### Clock network drawn from the DEF

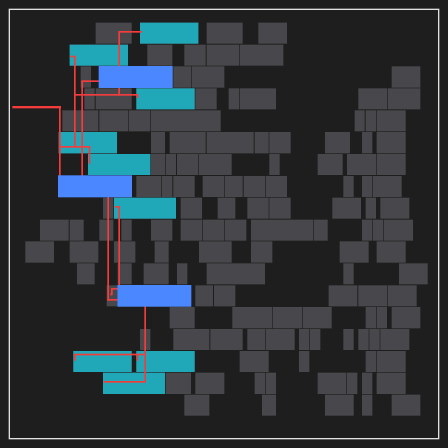
### Wiring heat map

11 x 11 tiles, from dark blue (low) to red (high), scaled to the fullest tile. Values are wire area over tile area, all layers added.
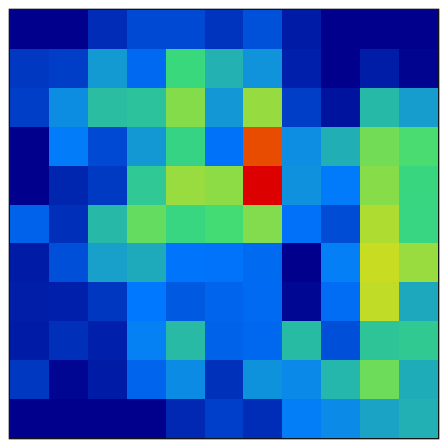
## src/rtl/ram_arb_pkg.sv

```systemverilog
// Shared types for the data-RAM port arbiter: default widths, requester index
// and the read-return tag carried alongside each granted read.
package ram_arb_pkg;

  localparam int ADDR_W_DEF = 4;
  localparam int DATA_W_DEF = 4;

  typedef logic [0:0] req_idx_t;

  typedef struct packed {
    logic     valid;
    req_idx_t idx;
  } rd_tag_t;

  localparam rd_tag_t TAG_IDLE = '{valid: 1'b0, idx: 1'b0};

endpackage

```

## src/rtl/rd_tag_pipe.sv

```systemverilog
// Read-return tag delay line: a tag pushed with a granted read emerges
// DEPTH cycles later, aligned with the RAM q output.
module rd_tag_pipe
  import ram_arb_pkg::*;
#(
  parameter int DEPTH = 1
) (
  input  logic    clk,
  input  logic    clr,
  input  rd_tag_t tag_i,
  output rd_tag_t tag_o
);

  rd_tag_t stage_q [DEPTH];
  rd_tag_t stage_d [DEPTH];

  // Shift the tag one stage per cycle
  always_comb begin
    stage_d[0] = tag_i;
    for (int i = 1; i < DEPTH; i++) begin
      stage_d[i] = stage_q[i-1];
    end
  end

  // Tag stages, flushed by clr so in-flight reads are dropped
  always_ff @(posedge clk) begin
    if (clr) begin
      for (int i = 0; i < DEPTH; i++) begin
        stage_q[i] <= TAG_IDLE;
      end
    end else begin
      for (int i = 0; i < DEPTH; i++) begin
        stage_q[i] <= stage_d[i];
      end
    end
  end

  assign tag_o = stage_q[DEPTH-1];

endmodule

```

## src/rtl/ram_port_arbiter.sv

```systemverilog
// Two-requester arbiter for the CPU data RAM: round-robin with a bounded lock,
// one access per clock, RAM pins driven combinationally from the winner.
module ram_port_arbiter
  import ram_arb_pkg::*;
#(
  parameter int ADDR_W   = ADDR_W_DEF,
  parameter int DATA_W   = DATA_W_DEF,
  parameter int RD_LAT   = 1,
  parameter int LOCK_MAX = 4
) (
  input  logic              clk,
  input  logic              rst,
  input  logic              req0,
  input  logic              req1,
  input  logic              we0,
  input  logic              we1,
  input  logic              lock0,
  input  logic              lock1,
  input  logic [ADDR_W-1:0] addr0,
  input  logic [ADDR_W-1:0] addr1,
  input  logic [DATA_W-1:0] wdata0,
  input  logic [DATA_W-1:0] wdata1,
  output logic              gnt0,
  output logic              gnt1,
  output logic              rvalid0,
  output logic              rvalid1,
  output logic [DATA_W-1:0] rdata,
  output logic              ram_wen,
  output logic [ADDR_W-1:0] ram_waddr,
  output logic [ADDR_W-1:0] ram_raddr,
  output logic [DATA_W-1:0] ram_wdata,
  input  logic [DATA_W-1:0] ram_rdata
);

  localparam int CNT_W = $clog2(LOCK_MAX + 1);
  localparam logic [CNT_W-1:0] LOCK_MAX_C = CNT_W'(LOCK_MAX);
  localparam logic [CNT_W-1:0] CNT_ONE    = CNT_W'(1);
  localparam logic [CNT_W-1:0] CNT_ZERO   = CNT_W'(0);

  req_idx_t          last_q,   last_d;
  logic              locked_q, locked_d;
  req_idx_t          owner_q,  owner_d;
  logic [CNT_W-1:0]  cnt_q,    cnt_d;
  logic              force_q,  force_d;

  logic              owner_req_s;
  logic              gnt_any_s;
  req_idx_t          gnt_idx_s;
  logic              sel_one_s;
  logic              sel_we_s;
  logic              sel_lock_s;
  logic [ADDR_W-1:0] sel_addr_s;
  logic [DATA_W-1:0] sel_wdata_s;
  logic [CNT_W-1:0]  cnt_inc_s;
  rd_tag_t           tag_in_s;
  rd_tag_t           tag_out_s;

  assign owner_req_s = (owner_q == 1'b1) ? req1 : req0;

  // Winner selection: lock owner first, then round-robin on a tie
  always_comb begin
    gnt_any_s = 1'b0;
    gnt_idx_s = 1'b0;
    if (rst) begin
      gnt_any_s = 1'b0;
    end else if (locked_q && owner_req_s) begin
      gnt_any_s = 1'b1;
      gnt_idx_s = owner_q;
    end else if (req0 && req1) begin
      gnt_any_s = 1'b1;
      gnt_idx_s = ~last_q;
    end else if (req0) begin
      gnt_any_s = 1'b1;
      gnt_idx_s = 1'b0;
    end else if (req1) begin
      gnt_any_s = 1'b1;
      gnt_idx_s = 1'b1;
    end else begin
      gnt_any_s = 1'b0;
    end
  end

  // With no grant the RAM pins park on requester 0's address and data
  assign sel_one_s = gnt_any_s & gnt_idx_s[0];

  // Route the selected requester onto the RAM pins
  always_comb begin
    case (sel_one_s)
      1'b1: begin
        sel_we_s    = we1;
        sel_lock_s  = lock1;
        sel_addr_s  = addr1;
        sel_wdata_s = wdata1;
      end
      default: begin
        sel_we_s    = we0;
        sel_lock_s  = lock0;
        sel_addr_s  = addr0;
        sel_wdata_s = wdata0;
      end
    endcase
  end

  assign gnt0      = gnt_any_s & ~gnt_idx_s[0];
  assign gnt1      = gnt_any_s &  gnt_idx_s[0];
  assign ram_wen   = gnt_any_s & sel_we_s;
  assign ram_waddr = sel_addr_s;
  assign ram_raddr = sel_addr_s;
  assign ram_wdata = sel_wdata_s;
  assign cnt_inc_s = cnt_q + CNT_ONE;

  // Lock/ownership bookkeeping; force_d marks the cycle after a forced release
  always_comb begin
    last_d   = last_q;
    locked_d = locked_q;
    owner_d  = owner_q;
    cnt_d    = cnt_q;
    force_d  = 1'b0;
    if (gnt_any_s) begin
      last_d = gnt_idx_s;
      if (locked_q && (gnt_idx_s == owner_q)) begin
        if (sel_lock_s && (cnt_inc_s == LOCK_MAX_C)) begin
          locked_d = 1'b0;
          cnt_d    = CNT_ZERO;
          force_d  = 1'b1;
        end else if (sel_lock_s) begin
          cnt_d = cnt_inc_s;
        end else begin
          locked_d = 1'b0;
          cnt_d    = CNT_ZERO;
        end
      end else if (sel_lock_s && !(force_q && (gnt_idx_s == owner_q))) begin
        owner_d = gnt_idx_s;
        if (LOCK_MAX_C == CNT_ONE) begin
          locked_d = 1'b0;
          cnt_d    = CNT_ZERO;
          force_d  = 1'b1;
        end else begin
          locked_d = 1'b1;
          cnt_d    = CNT_ONE;
        end
      end else begin
        locked_d = 1'b0;
        cnt_d    = CNT_ZERO;
      end
    end else begin
      locked_d = 1'b0;
      cnt_d    = CNT_ZERO;
    end
  end

  // Arbitration state registers
  always_ff @(posedge clk) begin
    if (rst) begin
      last_q   <= 1'b1;
      locked_q <= 1'b0;
      owner_q  <= 1'b0;
      cnt_q    <= CNT_ZERO;
      force_q  <= 1'b0;
    end else begin
      last_q   <= last_d;
      locked_q <= locked_d;
      owner_q  <= owner_d;
      cnt_q    <= cnt_d;
      force_q  <= force_d;
    end
  end

  assign tag_in_s = '{valid: gnt_any_s & ~sel_we_s, idx: gnt_idx_s};

  rd_tag_pipe #(
    .DEPTH (RD_LAT)
  ) u_rd_tag_pipe (
    .clk   (clk),
    .clr   (rst),
    .tag_i (tag_in_s),
    .tag_o (tag_out_s)
  );

  assign rvalid0 = ~rst & tag_out_s.valid & (tag_out_s.idx == 1'b0);
  assign rvalid1 = ~rst & tag_out_s.valid & (tag_out_s.idx == 1'b1);
  assign rdata   = ram_rdata;

endmodule

```

## config.mk

```make
export PLATFORM = sky130hd
export DESIGN_NAME = ram_port_arbiter
export DESIGN_NICKNAME = d
export VERILOG_FILES = /design/src/rtl/ram_arb_pkg.sv /design/src/rtl/rd_tag_pipe.sv /design/src/rtl/ram_port_arbiter.sv
export SDC_FILE = /design/constraint.sdc
export NUM_CORES = 1
export LEC_CHECK = 0
export CAP_MARGIN = 20
export CORE_UTILIZATION = 25
export CTS_BUF_LIST = sky130_fd_sc_hd__clkbuf_16
export CTS_CLUSTER_DIAMETER = 150
export CTS_CLUSTER_SIZE = 24
export DETAILED_ROUTE_END_ITERATION = 12
export PLACE_DENSITY = 0.61
export SYNTH_ARGS = -nofsm -noshare
export SYNTH_HDL_FRONTEND = slang
export SYNTH_SLANG_ARGS = --single-unit
```

## constraint.sdc

```tcl
create_clock -name clk -period 1.47 [get_ports clk]
set_input_delay 0.294 -clock clk [delete_from_list [all_inputs] [get_ports clk]]
set_output_delay 0.294 -clock clk [all_outputs]
set_load 0.005 [all_outputs]
```

==> GITHUB_STEP_SUMMARY <==
### Metrics collected by this job

| Metric | Value |
|---|---|
| Outcome | `complete, but fails checks` |
| Failing checks | `negative setup slack` |
| Top cells excl fill/tap | `nand2_1 (25), clkdlybuf4s50_1 (19), buf_4 (15), clkdlybuf4s15_1 (12), dfxtp_1 (6)` |
| P_comb | `about 0.33 mW` |
| Synth async-reset ratio | `0%` |
| CTS sink count | `9` |
| Well Taps | `30` |
| Min cycle time layout | `around 1.9 ns` |
| CP delay by family, top | `simple AND/OR/NAND/NOR gates` |
| Cycle use final | `129%` |
| Buf+Inv Stages, Crit Path | `3` |
| Sw Share | `around a quarter` |
| Unrepaired setup endpoints after global routing | `true` |
| Dpl cell area | `about 1200 um^2` |
| Area fraction in mux cells | `between 3 and 4%` |
| Row count | `18` |
| Sequential power | `~0.27 mW` |
| Clock share of power | `between 40% and 50%` |
| Largest regs | `cnt_q (3), u_rd_tag_pipe.stage_q (2)` |
| Met3 Routed Length | `roughly 250 um` |
| Flip-flop and latch area | `approximately 180 um^2` |
| Layout fillers | `around 240` |
| Met3 Use GR | `~2.9%` |
| Antenna diode count | `0` |
| FP Core Util | `about a quarter` |
| Post-CTS sizing | `~51` |
| CTS root buf | `clkbuf_16` |
| Vias | `768` |
| Min-delay worst type | `in2reg` |
| Post-route setup slack | `-0.425 ns` |
| DRC viols | `0` |
| Power share of the combinational group | `slightly above 30%` |
| Grt met1 use | `around 13%` |
| GP Congestion | `~0.76` |
| Layout non-clock buf frac | `a little over two fifths` |
| Final setup viols | `18` |
| Clk. pwr | `between 0.4 and 0.5 mW` |
| Inverters | `4` |
| Placed cell count | `164` |
| Vias in the first global route | `748` |
| Ys Warns | `0` |
| CTS tree | `done` |
| XOR/XNOR Area Share | `under 10%` |
| Final WL | `around 2000 um` |
| HPWL after DPL | `between 1000 and 1500 um` |
| Die y size | `roughly 53 um` |
| Data arrival time of the critical path | `about 1.6 ns` |
| Tot Pwr | `1.07 mW` |
| Crit Path Class | `reg2out` |
| Synth cell types | `31` |
| Hold Path Sink | `owner_q` |
| Peak Freq | `approximately 0.53 GHz` |
| Setup Fix Bufs, Post-CTS | `3` |
| Layout Cells excl Fill | `between 150 and 200` |
| Worst setup SP type | `flip-flop` |
| Cell area after layout | `roughly 1300 um^2` |
| Post-synth regs | `9` |
| Core area | `roughly 2500 um^2` |
| Post-route ant nets | `0` |
| Adder share | `approximately 3.8%` |
| M2 GR Usage | `between 20% and 30%` |
| I/O Pins | `between 40 and 50` |
| H-tree depth | `1` |
| Yosys Instances | `approximately 88` |
| CP max stage delay | `about 0.34 ns` |
| Clock transition at path regs | `around 0.040 ns` |
| Critical Path RT | `between 1 and 1.5 ns` |
| Total Nets Final | `171` |
| Hold_sp | `rst` |
| Max FFs per register | `3` |
| Post-layout util | `53.1%` |
| Flop share of the area | `~14%` |
| Maximum Capacitance Violations | `0` |
| WHS Path Cells | `3` |
| CP max-delay cell | `dfxtp_2` |
| Final hold vios | `0` |
| Top layer used by detailed routing | `met4` |
| Synth Seq Share | `a little over a quarter` |
| Iter 0 DRT Violations | `8` |
| Clk_lat worst skew | `~0.23 ns` |
| Wire length on met1 | `728 um` |
| Tightest Pin Transition | `0.323 ns` |
| OpenROAD warning count | `30` |
| Die ar. | `~2800 um^2` |
| DR pass1 iterations | `4` |
| Initial antenna violation count | `0` |
| CTS hold repair buffers | `0` |
| WP depth | `8` |
| Total CTS buffers | `3` |
| Reg2reg start | `locked_q` |
| Simple share | `between 30% and 40%` |
| Fin Setup TNS | `-5.54 ns` |
| Max Root-Sink Buffers | `2` |
| Sequential fraction of design power | `25.4%` |
| Buffers, non-clock | `59` |
| GRT Max-Usage Layer | `met2` |
| Largest Register | `cnt_q` |
| First-pass GRT wire length | `2890 um` |
| Critical Path Source | `locked_q` |
| GRT Util Overall | `14.0%` |
| Relative slew slack | `78.5%` |
## Picture notes: 'Clock network drawn from the DEF'
[red] clock wires | length: 139 um
[blue] clock drivers | count: 3
[cyan] flip-flops | count: 9
routed clock nets: 4

## Picture notes: 'Wiring heat map'
fullest tile: 0.45
tiles over half the peak: 14%
mean over tiles: 0.12
densest ninth of the die: middle
emptiest ninth of the die: bottom left

Power figures rest on the tool's default switching activity, not on a simulated workload.
